==> config.mk <==
export PLATFORM = sky130hd
export DESIGN_NAME = countdown_timer
export DESIGN_NICKNAME = d
export VERILOG_FILES = /design/src/rtl/countdown_timer.sv
export SDC_FILE = /design/constraint.sdc
export NUM_CORES = 1
export LEC_CHECK = 0
export CORE_MARGIN = 2
export CORE_UTILIZATION = 52
export CTS_CLUSTER_DIAMETER = 150
export DETAILED_ROUTE_END_ITERATION = 16
export HOLD_SLACK_MARGIN = 0.1
export PLACE_DENSITY_LB_ADDON = 0.05
export SLEW_MARGIN = 20
export SYNTH_ARGS = -nofsm -noshare
export SYNTH_HDL_FRONTEND = slang
export SYNTH_SLANG_ARGS = --single-unit
==> constraint.sdc <==
create_clock -name clk -period 3.1 [get_ports clk]
set_clock_uncertainty 0.05 [all_clocks]
set_input_delay 0.62 -clock clk [delete_from_list [all_inputs] [get_ports clk]]
set_output_delay 0.62 -clock clk [all_outputs]
set_load 0.01 [all_outputs]
**Run 1: clock wires, drivers and flops**

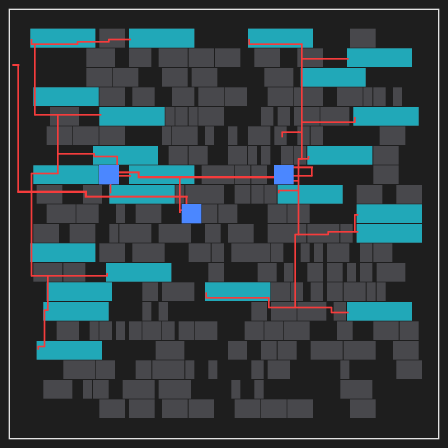
legend:
  flip-flops:
    color: cyan
    count: 23
  clock wires:
    color: red
    length: 292 µm
  clock drivers:
    color: blue
    count: 3
routed clock nets: 4
clock network fraction of total power: 15.5%
P_clk: 0.141 mW
worst skew pair latency: 0.32 ns

**Run 1: cell sizes after repair**

Scale bar: 20 µm.
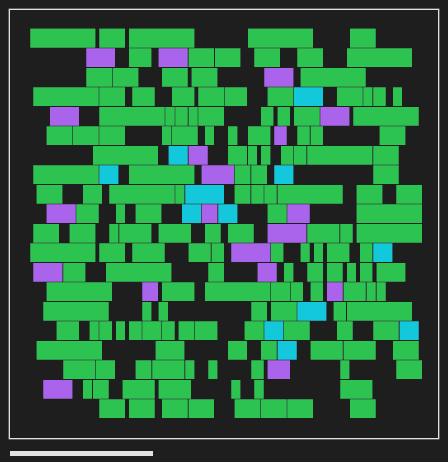
legend:
  _3 and _4 cells:
    color: cyan
    cells: 12
    share: 6.2%
  _0 and _1 cells:
    color: green
    cells: 164
    share: 84%
  _2 cells:
    color: purple
    cells: 19
    share: 9.7%
synthesis-to-finish area growth: 23.1%
Setup WS post-layout: 0.545 ns
Non-Filler Cell Area, Final: 1990 µm²
Buffers, non-clock: 35

**Run 1: register map, names as in the netlist**

Scale bar: 20 µm. Other sequential cells in the stronger gray, the rest of the logic in the fainter gray.
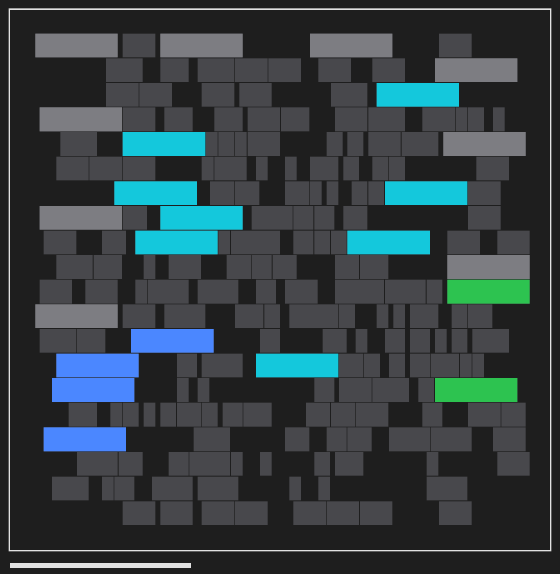
legend:
  psc:
    color: blue
    sequential_cells: 4
  count:
    color: cyan
    sequential_cells: 8
  state:
    color: green
    sequential_cells: 2
not colored: 9
flop share of the area: 29.0%
seq pwr: 0.410 mW

==> run summary, run 1 <==
run metrics: status=complete, no violations, Yosys top cell by area=dfrtp_1, DRT antenna net count=0, Setup crit start kind=input pin, Worst setup EP type=flip-flop, postcts setup bufs=0, comb. cell area=957 µm², CP Data Required Time=3.25 ns, Initial Util=53.7%, die width=59.7 µm, NonClk Buf Share=16.9%, pre-CTS setup slack=0.228 ns, Post-Synth Simple-Gate Area=17.8%, hold path depth=1, Top Layout Cells=clkdlybuf4s50_1, dfrtp_1, inv_1, CTS tree=built, Non-Filler Instances=228, Final clock-cell share=1.39%, Reg2Reg Depth=6, Total GRT Usage=23.0%, register share after synthesis=35.7%, DP Area=1960 µm², Yosys reg bits=23, Setup TNS=0 ns, Max-area cell share=35.7%, Slew headroom=54.0%, min Tclk post-route=2.56 ns, power per standard cell area=460 nW/µm², synthesized area=1610 µm², yosys warns=0, seq_cells=23, nonclk inv count=13, type of the worst setup path=in2reg, DRT iter0 DRCs=78, yosys synthesis chip area=1610 µm², Hold Buf Count CTS=0, Mapped Cells=159, crit path max fanout=5, Congestion Overflow GR=0, Final Util=66.1%, Log Warnings=31, Comb gates=120, xor/xnor share=1.63%, Flop pwr share=44.9%, count of different cell masters after synthesis=56, largest net degree at the start of global routing=24, Vias=1420, Final Max Tran Viols=0, vias in the first global route=1310
run 1: routing by layer:
layer	track usage [%]	part of all wire, %	up-vias
met2	37.0	49	50
met1	31.0	44	689
met3	5.63	6.2	2
li1	-	-	679
met5	0	0	-
met4	6.03	0.47	0
run 1: synthesized netlist by cell type (3+ instances only):
cell type  count
inv_1         13
a21oi_1        6
nor2b_1        3
nand3_1        6
o21ai_0        6
mux2i_1        4
ha_1          12
nand2_1        6
nor2_1         9
dfrtp_1       23
a222oi_1       4
nor3_1         3
mux2_2         8
a31oi_1        3
run 1: worst max-delay path: stages:
cell	delay (ns)
clkdlybuf4s50_1	0.40
ha_1	0.28
nand2b_1	0.14
a2111o_1	0.47
a31oi_1	0.37
nand2_2	0.12
buf_4	0.19
mux2i_1	0.12
==> run 2, diff against run 1 <==
- CORE_UTILIZATION: 52 -> 47
- clock period: 3.1 -> 2.2 ns (I/O delays scaled with it)
**Run 2: register map, names as in the netlist**

Scale bar: 20 µm. Other sequential cells in the stronger gray, the rest of the logic in the fainter gray.
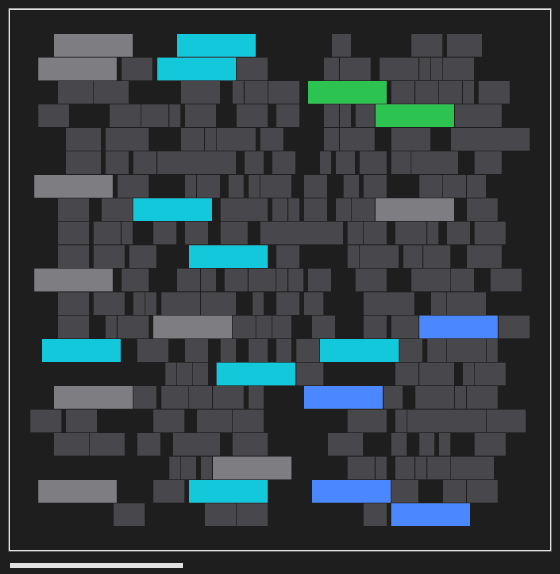
legend:
  state:
    color: green
    sequential_cells: 2
  psc:
    color: blue
    sequential_cells: 4
  count:
    color: cyan
    sequential_cells: 8
not colored: 9
Final Util: 68.9%
flop share of the area: 25.2%
seq pwr: 0.568 mW
register area: 576 µm²

**Run 2: cell placement**

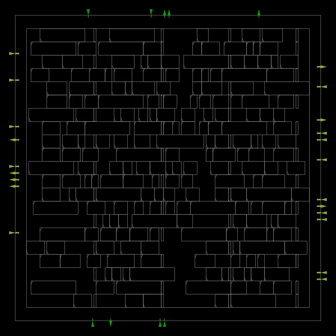
tap cells: 46
filler cell count: 294
Core ar.: 3310 µm²

==> run 2 against run 1 <==
Effect of this change: flip-flop count unchanged; first-iteration DRC count shrank 13%; area after synthesis unchanged; power is 54% higher; critical path type unchanged; via count is 8.1% higher; critical endpoint is now count[6]$_DFFE_PN0P_; largest cell class unchanged.
==> run summary, run 2 <==
run metrics: status=complete, no violations, Final Max Tran Viols=0, comb. cell area=1060 µm², Slew headroom=71.8%, CTS tree=built, CP Cell Sequence=clkdlybuf4s50_1, inv_1, ha_1, a2111o_1, a41oi_2, nand2_2, mux2_4, Setup crit start kind=input pin, Max stage delay on crit path=0.45 ns, Top Metal Used=met4, synthesis-to-finish area growth=41.4%, Initial Util=48.7%, xor/xnor share=1.63%, Comb/total area=46.4%, worst skew pair latency=0.31 ns, nonclk inv count=13, clk buf depth=2, RSZ-0062 raised after global routing=true, Worst setup EP type=flip-flop, Buffers, non-clock=58, Non-Filler Cell Area, Final=2280 µm², largest net degree at the start of global routing=24, # port buffers=29, Max-area cell share=35.7%, pre-CTS setup slack=-0.373 ns, Worst-Margin Slew=0.419 ns, number of I/O pins=30, register share after synthesis=35.7%, count of different cell masters after synthesis=56, DP Area=2150 µm², met1 GRT Util=29.2%, yosys warns=0, DRT antenna net count=0, Vias=1535, hold crit path type=in2async, Total GRT Usage=22.8%, Slowest-stage cell, CP=clkdlybuf4s50_1, vias in the first global route=1536, seq_cells=23, WL met2=2140 µm, yosys synthesis chip area=1610 µm², NonClk Buf Share=22.5%, Post-synth top cells=dfrtp_1, inv_1, ha_1, Top Layout Cells=buf_4, clkdlybuf4s50_1, dfrtp_1, length of routed wiring on met1=1820 µm, Yosys top cell by area=dfrtp_1, most common cell in the netlist=dfrtp_1, Final clock-cell share=1.15%, Reg2Reg Depth=7, grt met2 use=39.8%, Mapped Cells=159, met3 Track Usage GR=3.06%, Log Warnings=32, crit path max fanout=4, synthesized area=1610 µm², CP Data Required Time=2.36 ns, maxcap violations=0, power per standard cell area=619 nW/µm², Comb gates=120, Setup WS post-layout=0.0634 ns, final hold violations=0, min Tclk post-route=2.14 ns, DRT iter0 DRCs=68, Yosys reg bits=23, number of diodes=0, Tot Pwr=1.41 mW, routed length on met3=201 µm, Congestion Overflow GR=0, type of the worst setup path=in2reg, Non-Filler Instances=264, GR peak layer=met2, Post-Synth Simple-Gate Area=17.8%, Setup TNS=0 ns, Hold Buf Count CTS=0, die width=62.6 µm
## run 2: cell counts after synthesis
Identical to the previous run, type by type.
## run 2: worst max-delay path, delay by kind of cell
family	cells	cell delay, ns
buf+inv	2	0.49
simple gates	1	0.11
fa+ha+maj	1	0.26
mux	1	0.30
compound gates	2	0.69
## run 2: repair_timing
action                                  4_1_cts  5_1_grt
pin swaps                                     1        7
endpoints found under the setup margin        9       14
cloned                                        0        0
resized                                       5       14
buffers inserted                              0        2
## run 2: cells by family after synthesis
kind of cell	count (synthesis)
adders and majority gates	12
DFF	23
buffers and inverters	16
AOI/OAI and AO/OA	43
muxes	14
xor gates and xnor gates	3
and+or+nand+nor	48
## run 2: power breakdown
part	total (mW)	internal, mW	switching, mW
logic	0.637	0.343	0.295
clock network	0.207	0.0708	0.136
registers	0.568	0.486	0.0820
No activity file was given, so power comes from the tool's default toggle rates.
